### Wires at chosen ports, followed through buffers

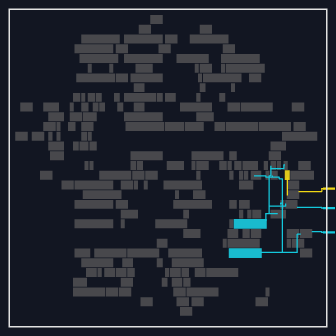
### Sizing map

Bar = 20 um.
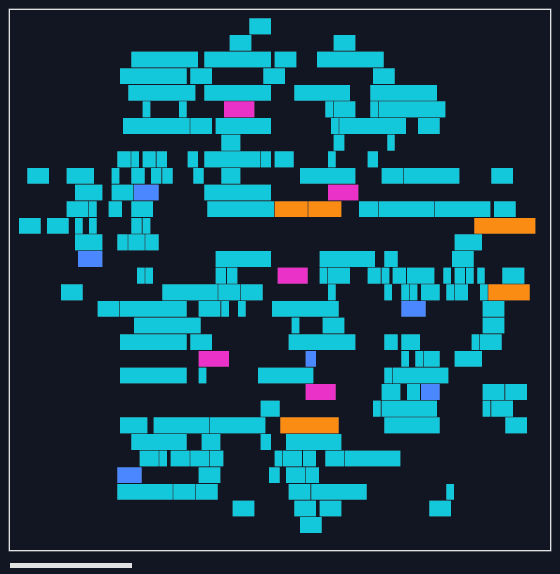
### Where the registers sit

Bar = 20 um. Other sequential cells in the stronger grey, the rest of the logic in the fainter grey.
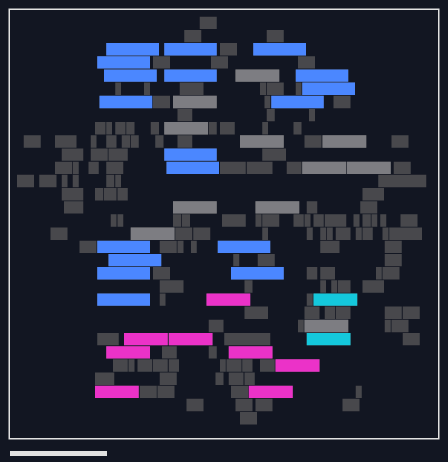
### Clock wiring as the flow saved it

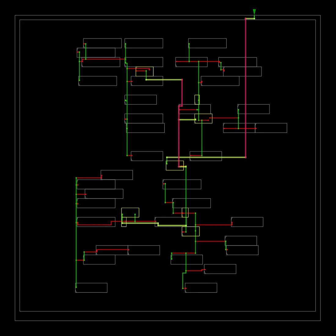
### Wiring by layer

Bar = 20 um.
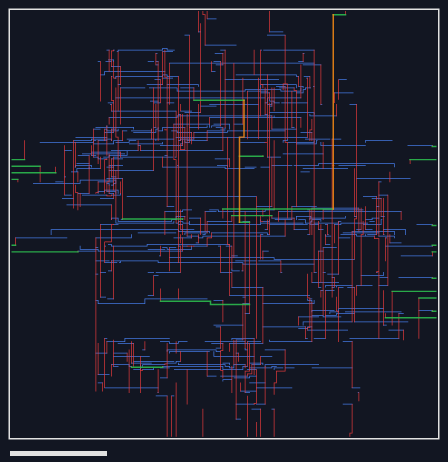
File: config.mk
export PLATFORM = sky130hd
export DESIGN_NAME = priority_code_decoder
export DESIGN_NICKNAME = d
export VERILOG_FILES = /design/src/rtl/priority_code_decoder.sv
export SDC_FILE = /design/constraint.sdc
export NUM_CORES = 1
export LEC_CHECK = 0
export CAP_MARGIN = 20
export CORE_UTILIZATION = 26
export CTS_CLUSTER_DIAMETER = 120
export CTS_CLUSTER_SIZE = 28
export DETAILED_ROUTE_END_ITERATION = 8
export PLACE_DENSITY = 0.42
export SLEW_MARGIN = 10
export SYNTH_ARGS = -nofsm -noshare
export SYNTH_HDL_FRONTEND = slang
export SYNTH_SLANG_ARGS = --single-unit
File: constraint.sdc
create_clock -name clk -period 6.7 [get_ports clk]
set_clock_uncertainty 0.1 [all_clocks]
set_input_delay 1.005 -clock clk [delete_from_list [all_inputs] [get_ports clk]]
set_output_delay 1.005 -clock clk [all_outputs]
set_load 0.005 [all_outputs]
File: src/rtl/priority_code_decoder.sv
// rtl/priority_code_decoder.sv - streaming priority-code decoder with output FIFO
module priority_code_decoder #(
  parameter int DEPTH = 2
) (
  input  logic                       clk,
  input  logic                       rst,
  input  logic                       flush,
  input  logic                       in_valid,
  output logic                       in_ready,
  input  logic [2:0]                 in_code,
  input  logic                       in_pair,
  output logic                       out_valid,
  input  logic                       out_ready,
  output logic [7:0]                 out_bits,
  output logic                       out_none,
  output logic [7:0]                 none_count,
  output logic [$clog2(DEPTH):0]     level
);

  localparam int AW = (DEPTH > 1) ? $clog2(DEPTH) : 1;
  localparam int LW = $clog2(DEPTH) + 1;

  logic [AW-1:0] wr_ptr;
  logic [AW-1:0] rd_ptr;
  logic [8:0]    mem [DEPTH];

  logic [7:0]    dec_bits;
  logic          dec_none;
  logic          push;
  logic          pop;
  logic [AW-1:0] rd_ptr_n;
  logic [LW-1:0] level_after_pop;
  logic [LW-1:0] level_n;
  logic [8:0]    head_n;

  // Handshake flags come only from registered occupancy; a full FIFO never
  // accepts even when the consumer pops in the same cycle.
  assign in_ready  = (level != LW'(DEPTH));
  assign out_valid = (level != '0);
  assign push      = in_valid && in_ready && !flush;
  assign pop       = out_valid && out_ready && !flush;

  // Decode at write time: single codes map to one bit, pair codes to two adjacent bits.
  always_comb begin
    dec_bits = 8'h00;
    dec_none = 1'b0;
    if (in_code == 3'd0) begin
      dec_none = 1'b1;
    end else begin
      dec_bits = (in_pair ? 8'h03 : 8'h01) << (in_code - 3'd1);
    end
  end

  // Next-state occupancy and the entry that will sit at the head after this edge.
  always_comb begin
    rd_ptr_n        = pop ? rd_ptr + AW'(1) : rd_ptr;
    level_after_pop = pop ? level - LW'(1) : level;
    level_n         = push ? level_after_pop + LW'(1) : level_after_pop;
    // When the FIFO drains to nothing but the incoming entry, that entry becomes the head.
    if (push && (level_after_pop == '0)) begin
      head_n = {dec_none, dec_bits};
    end else begin
      head_n = mem[rd_ptr_n];
    end
  end

  // Entry storage; contents are don't-care until written, so no reset.
  always_ff @(posedge clk) begin
    if (push) begin
      mem[wr_ptr] <= {dec_none, dec_bits};
    end
  end

  // Pointers, occupancy, registered head output and the code-0 counter.
  always_ff @(posedge clk or posedge rst) begin
    if (rst) begin
      wr_ptr     <= '0;
      rd_ptr     <= '0;
      level      <= '0;
      out_bits   <= 8'h00;
      out_none   <= 1'b0;
      none_count <= 8'h00;
    end else if (flush) begin
      wr_ptr   <= '0;
      rd_ptr   <= '0;
      level    <= '0;
      out_bits <= 8'h00;
      out_none <= 1'b0;
    end else begin
      if (push) begin
        wr_ptr <= wr_ptr + AW'(1);
      end
      rd_ptr <= rd_ptr_n;
      level  <= level_n;
      // With nothing left the outputs keep the last popped value.
      if (level_n != '0) begin
        out_none <= head_n[8];
        out_bits <= head_n[7:0];
      end
      if (push && dec_none && (none_count != 8'hFF)) begin
        none_count <= none_count + 8'd1;
      end
    end
  end

endmodule

==> job_summary.md <==
## Implementation flow summary

| Metric | Value |
|---|---|
| Status | complete, no violations |
| Final wirelength | 4050 um |
| Comb power frac | 31.9% |
| Routability cong. | 0.7196 |
| Share of cells above drive strength 1 | 8.333% |
| IO Count | 30 |
| Crit Path Class | input pin to register |
| TritonCTS clock tree | built |
| Clk pwr share | 21.9% |
| Place WS | 2788 ps |
| Clock buf count | 7 |
| Setup Buffers After CTS | 0 |
| Clk tree area frac | 3.370% |
| Largest net degree at the start of global routing | 22 |
| Number of global-route vias before repair | 1245 |
| Grt met2 use | 17.76% |
| # DRC | 0 |
| Crit. End Element | register |
| Crit Path Max Fanout | 9 |
| YS chip area | 0.001938 sq mm |
| Chip area | 0.007804 sq mm |
| Syn avg cell area | 12.27 sq um |
| Wire per inst | 13.92 um |
| Slew headroom | 33.43% |
| Initial Utilization | 26.86% |
| Unrepaired setup endpoints after global routing | false |
| Worst path bufs/invs | 2 |
| CP delay by family, top | simple AND/OR/NAND/NOR gates |
| Gr usage total | 11.54% |
| Logic area | 818.3 sq um |
| Grt ovf | 0 |
| P_sw | 200.8 uW |
| Area growth, synth to finish | 24.53% |
| Least-Margin Pin Slew | 994.9 ps |
| Tool Warnings | 29 |
| Storage cell area | 0.001066 sq mm |
| Multi-input gates | 107 |
| Ys cells | 158 |
| First drt pass iteration count | 4 |
| Power per cell area | 281.0 mW/mm^2 |
| F_max | 277.6 MHz |
| Die height | 88.34 um |
| Slew Limit Fails | 0 |
| Top class by area | sequential cells |
| TNS Setup | 0 ps |
| Fin crit period | 3602 ps |
| Root Driver | clkbuf_8 |
| Seq pwr | 314 uW |
| Number of inserted diodes | 0 |
| Final critical-path share of the clock period | 53.76% |
| Met3 WL | 153 um |
| Seq pwr share | 46.2% |
| H-tree depth | 2 |
| CTS Sinks | 39 |
| Post-layout nets | 207 |
| Initial antenna violation count | 0 |
| Post-DRT Antenna Nets | 0 |
| Worst path required time | 6820 ps |
| Leading power group | sequential cells |
| Core Area | 0.007214 sq mm |
| Wire length on met2 | 1842 um |
| Top sig layer | met4 |
| Non-clock buffer share | 12.03% |
| GR Layer Usage met3 | 2.799% |
| Metal-1 WL | 1988 um |
| Worst stage delay on the critical path | 610 ps |
| Cell Rows | 31 |
| Synth Seq Share | 55.00% |
| Distinct lib cells | 33 |
| Iteration-0 DRC Markers | 53 |
| Slowest stage cell, crit path | clkdlybuf4s50_1 |
| Clock Path Buffers | 2 |
| Worst VDD drop | 70.94 uV |
| Leak | 1.003 nW |
| Synth Register Bits | 39 |
| Tap cells | 99 |
| Switch share | 29.61% |
| Ys Warns | 0 |
| Internal Power | 477.4 uW |
| Die Wd | 88.34 um |
| Non-clk invs | 9 |
| Final setup fails | 0 |
| DP HPWL | 2885 um |
| Cell area after synthesis | 0.001938 sq mm |
| Late-Pin Clk Latency | 280 ps |
| Flop share of the area | 44.17% |
| Met1 GRT Util | 15.33% |
| # resized after CTS | 0 |
| Vias per cell | 4.364 |
| Synthesized Nets | 174 |
| Comb area share | 33.90% |
| Buffers on Ports | 29 |
| Worst hold path class | register to register |
| Comb group | 216 uW |
| Num sequential | 39 |
| Clock transition at path regs | 70 ps |
| CTS Hold Bufs | 0 |
| Post-synthesis cell count | 158 |
| Top Usage Layer GRT | met2 |
| First-pass GRT wire length | 6548 um |
| Total number of vias | 1270 |
| Fin. Hold Viols | 0 |
| Worst setup SP type | input pin |
| Post-route setup slack | 3098 ps |
| Non-clock buffers | 29 |
| WP data arrival | 3720 ps |
| Crit-path cells | clkdlybuf4s50_1 -> nor3b_4 -> xnor2_1 -> ha_1 -> inv_1 -> nand2_1 -> o22ai_1 -> nor2b_1 -> a22o_1 |
| Max-Cap Viols | 0 |
| Worst R2R Setup Slack | 3740 ps |
| Fill count | 747 |
## Picture notes: 'Wires at chosen ports, followed through buffers'
| colour | port | bits | direction | edge | end cells | buffers | wire |
|---|---|---|---|---|---|---|---|
| yellow | out_valid | 1 | output | east | 1 | 1 | 13.0 um |
| cyan | level | 2 | output | east | 2 | 2 | 87.0 um |

## Picture notes: 'Sizing map'
| colour | size | cells | share |
|---|---|---|---|
| blue | x2 | 6 | 3.1% |
| cyan | x1 and smaller | 176 | 92% |
| magenta | x6 and larger | 5 | 2.6% |
| orange | x3 and x4 | 5 | 2.6% |

## Picture notes: 'Where the registers sit'
| colour | name in the netlist | placed flops |
|---|---|---|
| magenta | none_count | 8 |
| blue | mem | 18 |
| cyan | level | 2 |

## Picture notes: 'Clock wiring as the flow saved it'
CTS Buf Count: 5
P_clk: 148 uW

## Picture notes: 'Wiring by layer'
| colour | layer | wire length |
|---|---|---|
| green | M3 | 154 um |
| orange | M4 | 66.2 um |
| blue | M1 | 1990 um |
| red | M2 | 1840 um |

## cells in the mapped netlist
library cell,count,share of area [%]
nand4_1,1,0.32
xnor2_4,1,1.4
buf_2,1,0.26
mux2i_1,10,5.2
xor2_1,2,0.90
a21oi_1,1,0.26
nand2b_1,3,0.97
nor2b_1,3,0.97
nor3b_1,1,0.39
edfxtp_1,18,28
and3_1,2,0.65
and4_1,1,0.45
o22ai_1,1,0.32
mux2_4,2,1.5
nor3b_4,1,0.97
a311oi_4,1,1.4
xnor2_1,8,3.6
nor3_1,1,0.26
inv_1,9,1.7
and2_1,4,1.3
a32o_1,6,3.1
a21o_1,1,0.39
nand2_1,13,2.5
nor2_1,15,2.9
buf_6,1,0.58
o21ai_0,8,2.1
nand3_1,5,1.3
dfrtp_1,21,27
clkbuf_1,1,0.19
ha_1,7,4.5
mux2_2,4,2.3
or3b_2,1,0.45
a22o_1,4,1.8
## cells in the final DEF, fill, tap and decap left out, types with 2 or more instances in the layout
| cell | synthesis | routed |
|---|---|---|
| xnor2_1 | 8 | 8 |
| and3_1 | 2 | 2 |
| inv_1 | 9 | 9 |
| mux2_4 | 2 | 2 |
| nand2_1 | 13 | 13 |
| xor2_1 | 2 | 2 |
| a22o_1 | 4 | 4 |
| and2_1 | 4 | 4 |
| a32o_1 | 6 | 6 |
| o21ai_0 | 8 | 8 |
| edfxtp_1 | 18 | 18 |
| nor2b_1 | 3 | 3 |
| nand2b_1 | 3 | 3 |
| nand3_1 | 5 | 5 |
| mux2_2 | 4 | 4 |
| ha_1 | 7 | 7 |
| clkbuf_8 | 0 | 5 |
| mux2i_1 | 10 | 10 |
| dfrtp_1 | 21 | 21 |
| clkbuf_1 | 1 | 2 |
| clkdlybuf4s50_1 | 0 | 29 |
| nor2_1 | 15 | 15 |
## path summary, 6_finish.rpt
path / from / end / depth (start not counted)
max: flush / out_bits[0] / 9
min: none_count[6] / none_count[6] / 1
max reg2reg: level[0] / out_bits[0] / 10
min reg2reg: none_count[6] / none_count[6] / 1
max in group asynchronous: rst / out_bits[3] / 2
min in group asynchronous: rst / level[0] / 2
## flip-flops by register name (all words and copies together), names as in the netlist
register,flops
level,2
mem,18
none_count,8
out_bits,8
out_none,1
rd_ptr,1
wr_ptr,1
## cells by family (layout without fill, tap and decap cells)
family / Yosys count / count (layout) / synth area share, %
adder cells (fa/ha/maj): 7 / 7 / 4.519
buffers and inverters: 12 / 46 / 2.775
flip-flops: 39 / 39 / 55.00
multiplexers: 16 / 16 / 9.038
XOR/XNOR: 11 / 11 / 5.940
AND/OR/NAND/NOR: 51 / 51 / 13.43
AND-OR/OR-AND: 22 / 22 / 9.297
## per-stage QoR
| stage | power [mW] | cells | utilization, % | area (sq um) | hold slack, ps |
|---|---|---|---|---|---|
| 6_report | 0.6782 | 291 | 33.45 | 2414 | 395.6 |
| 5_1_grt | 0.7247 | 291 | 33.45 | 2414 | 433.4 |
| 4_1_cts | 0.6897 | 291 | 33.45 | 2414 | 402.1 |
| 3_5_place_dp | 0.5380 | 283 | 32.33 | 2332 | 389.2 |
| 3_3_place_gp | 0.5325 | 283 | 32.33 | 2332 | 385.2 |
| 2_1_floorplan | 0.4388 | 158 | - | 1938 | 381.1 |
No activity file was given, so power comes from the tool's default toggle rates.
